File: config.mk
export PLATFORM = sky130hd
export DESIGN_NAME = spi_master_param
export DESIGN_NICKNAME = d
export VERILOG_FILES = /design/src/rtl/spi_pkg.sv /design/src/rtl/spi_clk_div.sv /design/src/rtl/spi_master_param.sv
export SDC_FILE = /design/constraint.sdc
export NUM_CORES = 1
export LEC_CHECK = 0
export CORE_ASPECT_RATIO = 1.2
export CORE_UTILIZATION = 40
export DETAILED_ROUTE_END_ITERATION = 12
export MAX_ROUTING_LAYER = met4
export SYNTH_ARGS = -nofsm -noshare
export SYNTH_HDL_FRONTEND = slang
export SYNTH_HIERARCHICAL = 1
export SYNTH_SLANG_ARGS = --single-unit
File: constraint.sdc
create_clock -name MCLK -period 4 [get_ports MCLK]
set_input_delay 0.8 -clock MCLK [delete_from_list [all_inputs] [get_ports MCLK]]
set_output_delay 0.8 -clock MCLK [all_outputs]
set_load 0.01 [all_outputs]
File: src/rtl/spi_pkg.sv
// Shared state encoding and SPI mode constants for the parametrised SPI master.
package spi_pkg;

  typedef enum logic [2:0] {
    ST_IDLE,
    ST_SETUP,
    ST_XFER,
    ST_HOLD,
    ST_DONE
  } spi_state_e;

  // Mode encoding is {CPOL, CPHA}.
  localparam logic [1:0] MODE0 = 2'b00;
  localparam logic [1:0] MODE1 = 2'b01;
  localparam logic [1:0] MODE2 = 2'b10;
  localparam logic [1:0] MODE3 = 2'b11;

endpackage

File: src/rtl/spi_clk_div.sv
// SCLK tick generator: one tick every CLK_DIV enabled clk cycles, with sync clear.
module spi_clk_div #(
  parameter int unsigned CLK_DIV = 4
) (
  input  logic clk,
  input  logic rst_n,
  input  logic en,
  input  logic clr,
  output logic tick
);

  localparam int unsigned CW = (CLK_DIV > 1) ? $clog2(CLK_DIV) : 1;

  logic [CW-1:0] cnt;

  assign tick = en && (cnt == CW'(CLK_DIV - 1));

  always_ff @(posedge clk or negedge rst_n) begin
    if (!rst_n) begin
      cnt <= '0;
    end else if (clr) begin
      cnt <= '0;
    end else if (en) begin
      cnt <= tick ? '0 : cnt + 1'b1;
    end
  end

endmodule

File: src/rtl/spi_master_param.sv
// Parametrised SPI master: one DATA_W word per accepted START, selectable mode,
// NUM_CS active-low chip selects, MSB- or LSB-first shifting.
module spi_master_param #(
  parameter int unsigned DATA_W    = 16,
  parameter int unsigned CLK_DIV   = 4,
  parameter int unsigned NUM_CS    = 1,
  parameter bit          LSB_FIRST = 1'b0
) (
  input  logic                                         MCLK,
  input  logic                                         RESET_N,
  input  logic                                         START,
  input  logic [DATA_W-1:0]                            DIN,
  input  logic [((NUM_CS > 1) ? $clog2(NUM_CS) : 1)-1:0] CS_SEL,
  input  logic                                         CPOL,
  input  logic                                         CPHA,
  output logic                                         TX_RDY,
  output logic                                         BUSY,
  output logic                                         RX_VALID,
  output logic [DATA_W-1:0]                            DOUT,
  output logic                                         SCLK,
  output logic                                         MOSI,
  input  logic                                         MISO,
  output logic [NUM_CS-1:0]                            CSS_N
);

  import spi_pkg::*;

  localparam int unsigned BW = $clog2(2 * DATA_W);

  spi_state_e        state, state_nxt;
  logic              tick, accept, div_en;
  logic [DATA_W-1:0] sr, shift_in;
  logic [BW-1:0]     bit_cnt;
  logic [1:0]        mode_q;
  logic [NUM_CS-1:0] cs_mask;
  int unsigned       cs_idx;
  logic              lead, last_tick, tx_bit, first_bit;
  logic              sample_on_lead, drive_on_lead;

  assign accept    = START && TX_RDY;
  assign div_en    = (state == ST_SETUP) || (state == ST_XFER) || (state == ST_HOLD);
  assign lead      = ~bit_cnt[0];
  assign last_tick = (bit_cnt == BW'(2 * DATA_W - 1));
  assign tx_bit    = LSB_FIRST ? sr[0] : sr[DATA_W-1];
  assign first_bit = LSB_FIRST ? DIN[0] : DIN[DATA_W-1];
  assign shift_in  = LSB_FIRST ? {MISO, sr[DATA_W-1:1]} : {sr[DATA_W-2:0], MISO};

  assign sample_on_lead = (mode_q == MODE0) || (mode_q == MODE2);
  assign drive_on_lead  = (mode_q == MODE1) || (mode_q == MODE3);

  spi_clk_div #(.CLK_DIV(CLK_DIV)) u_clk_div (
    .clk  (MCLK),
    .rst_n(RESET_N),
    .en   (div_en),
    .clr  (accept),
    .tick (tick)
  );

  // Out-of-range selects fall back to chip select 0.
  always_comb begin
    cs_idx  = (32'(CS_SEL) >= NUM_CS) ? '0 : 32'(CS_SEL);
    cs_mask = '1;
    for (int unsigned i = 0; i < NUM_CS; i++) begin
      if (i == cs_idx) cs_mask[i] = 1'b0;
    end
  end

  always_ff @(posedge MCLK or negedge RESET_N) begin
    if (!RESET_N) state <= ST_IDLE;
    else          state <= state_nxt;
  end

  always_comb begin
    state_nxt = state;
    unique case (state)
      ST_IDLE:  if (accept) state_nxt = ST_SETUP;
      ST_SETUP: if (tick) state_nxt = ST_XFER;
      ST_XFER:  if (tick && last_tick) state_nxt = ST_HOLD;
      ST_HOLD:  if (tick) state_nxt = ST_DONE;
      ST_DONE:  state_nxt = accept ? ST_SETUP : ST_IDLE;
      default:  state_nxt = ST_IDLE;
    endcase
  end

  // A single shift register carries TX bits out and RX bits in.
  always_ff @(posedge MCLK or negedge RESET_N) begin
    if (!RESET_N) begin
      TX_RDY   <= 1'b1;
      BUSY     <= 1'b0;
      RX_VALID <= 1'b0;
      DOUT     <= '0;
      SCLK     <= 1'b0;
      MOSI     <= 1'b0;
      CSS_N    <= '1;
      sr       <= '0;
      bit_cnt  <= '0;
      mode_q   <= '0;
    end else begin
      RX_VALID <= 1'b0;
      TX_RDY   <= (state_nxt == ST_IDLE) || (state_nxt == ST_DONE);
      BUSY     <= !((state_nxt == ST_IDLE) || (state_nxt == ST_DONE));
      if (accept) begin
        sr      <= DIN;
        mode_q  <= {CPOL, CPHA};
        bit_cnt <= '0;
        SCLK    <= CPOL;
        CSS_N   <= cs_mask;
        if (!CPHA) MOSI <= first_bit;
      end else if (state == ST_IDLE) begin
        SCLK <= CPOL;
      end else if (state == ST_XFER && tick) begin
        SCLK    <= ~SCLK;
        bit_cnt <= bit_cnt + 1'b1;
        if (lead) begin
          if (sample_on_lead) sr <= shift_in;
          else                MOSI <= tx_bit;
        end else begin
          if (drive_on_lead)   sr <= shift_in;
          else if (!last_tick) MOSI <= tx_bit;
        end
      end else if (state == ST_HOLD && tick) begin
        CSS_N    <= '1;
        DOUT     <= sr;
        RX_VALID <= 1'b1;
      end
    end
  end

endmodule
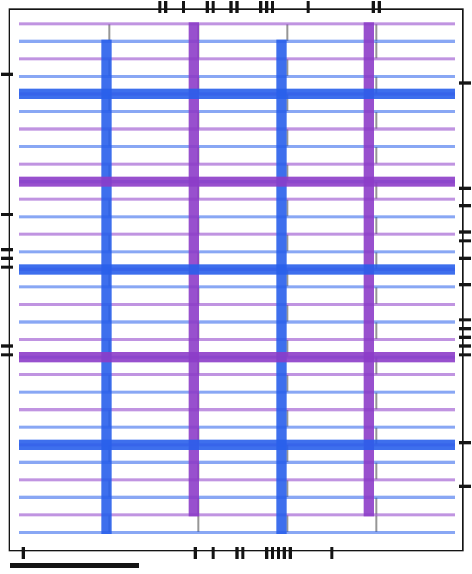
(images/floorplan.png)
Scale bar: 20 µm. Pins as bars on the die edge. Tap cells in grey.
net	colour
VSS	blue
VDD	purple
met1 rails	30
tap cells	62
worst ir drop on vdd: 0.0003150 V
floorplan die height: 83.74 µm

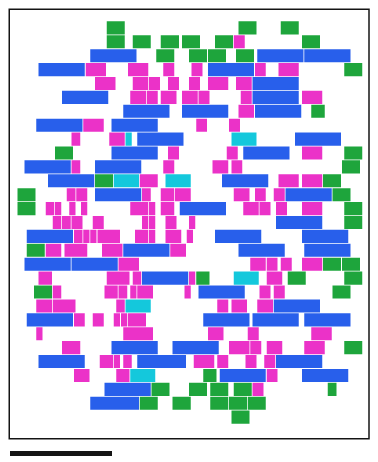
(images/class_map.png)
Scale bar: 20 µm.
class	colour	cells	share of their area
remaining logic cells	magenta	126	35%
clock drivers and dummy loads	cyan	7	3.2%
remaining buffers and delay cells	green	46	17%
registers	blue	49	46%
summed area of non-filler cells in the final layout: 2774 µm²
core outline area: 5334 µm²
placement row count: 29
share of the core filled with cells in the final layout: 52.01%

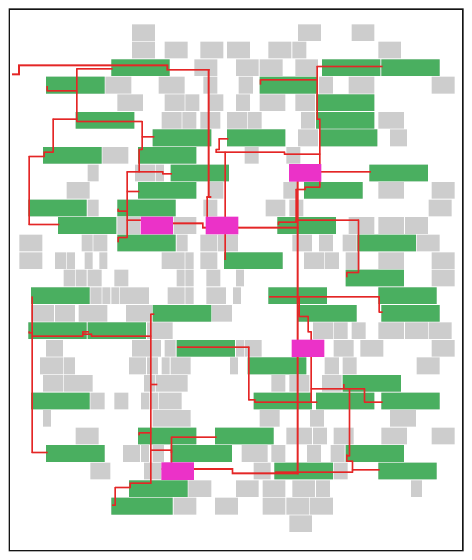
(images/clock_wires.png)
[flip-flops] green | count: 49
[clock wires] red | length: 583 µm
[clock-net drivers] magenta | count: 5
flops lie	widely spread
routed clock nets	6
final clock skew: 0.006083 ns
relative contribution of the clock network to total power: 15.2%
Worst-Skew Late Latency: 0.30 ns
clock network power consumption: 291 µW

==> impl_metrics.toml <==
# yosys + openroad results
[status]
result_of_the_run = "finished clean"

[critical_path]
startpoint = "state[1]"
cell_depth_of_the_worst_flop_to_flop_path = 7
worst_path_most_repeated_cell = "sky130_fd_sc_hd__nor2_1"
criticalPathCategory = "reg2reg"
critPathSlowestCell = "sky130_fd_sc_hd__nor3_4"
rrSetupSlack_ns = 1.43
path_buffers = 1
critPathCaptureType = "flip-flop"
worst_path_dominant_cell_family = "simple AND/OR/NAND/NOR gates"

[sta]
grt_setup_unrepaired = "no"
post-route-worst-setup-slack_ns = 1.425
timing_hold_violations_final = 0
layout_min_cycle_time_ns = 2.575

[cells_and_area]
seqAreaFraction_pct = 44.29
clkbuf_count = 7
number_of_inserted_diodes = 0
nNetsFinal = 254

[yosys]
yosys_xor_share_pct = 1.573
netlist_area_um2 = 2227
synth_top_cell_by_area = "sky130_fd_sc_hd__dfrtp_1"
syn-instance-count = 188
synthFlopType = "sky130_fd_sc_hd__dfrtp_1"
synthSimpleGateAreaFrac_pct = 13.09
yosys.stat.seqShare_pct = 55.17
post_synthesis_async_set_or_reset_flop_share_pct = 100.0
enable_flop_cells = 0
post_synth_ao_oa_area_fraction_pct = 15.28
mappedNetlistNets = 214
yosys.stat.chipArea_um2 = 2227
synth.area.mux_share_pct = 9.944

[drt]
drt_pass1_iterations = 4
drt.antenna.violating_nets = 0
detail_route.iter0.violations = 83

[power_and_ir_drop]
switching_share_pct = 34.76
seq-power_uw = 870
power.combinational.total_uw = 751

[worst_hold_path]
hold-path-cell-count = 1

[placed_design]
post-place-cells = 283
postPlaceCellArea_um2 = 2688

[clock_network]
cts_tree = "built"
clock_pin_slew_worst_setup_and_hold_paths_ns = 0.08
cts_hold_repair.buffers = 0
clk_path_buf_depth = 2
htree_levels = 2
postCtsSetupRepairBufs = 0
numCtsBuffers = 5

[floorplanning]
floorplan.core_util_pct = 41.75
taps = 62
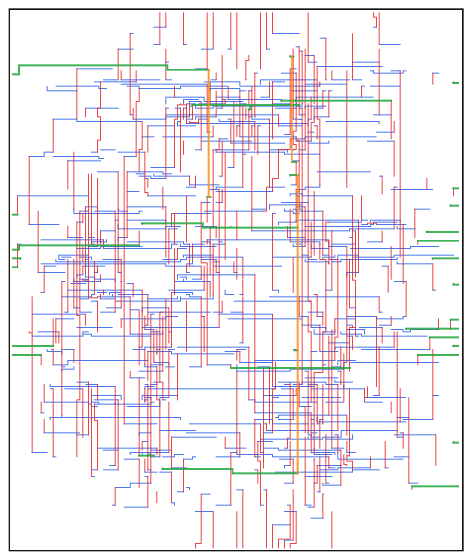
(images/layers.png)
layer	colour	wire length
M3	green	216 µm
M1	blue	2060 µm
M2	red	2290 µm
M4	orange	82.3 µm
overall routed net length: 4648 µm
vias: 1640
post-DR wirelength/cell: 16.03 µm

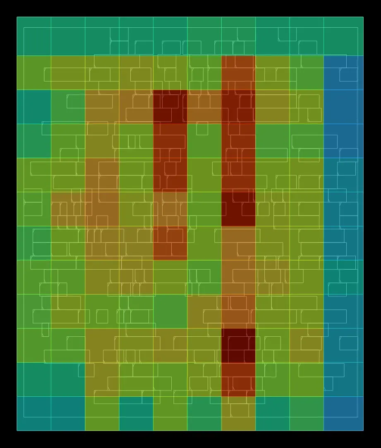
(images/congestion_map.png)
aggregate global-route resource usage: 18.24%
most heavily used metal layer in global routing: met2
met2 Resource Use GR: 28.06%
met3 demand-to-capacity share in global routing: 4.348%
met1 layer usage reported by global route: 23.78%

No activity file was given, so power comes from the tool's default toggle rates.
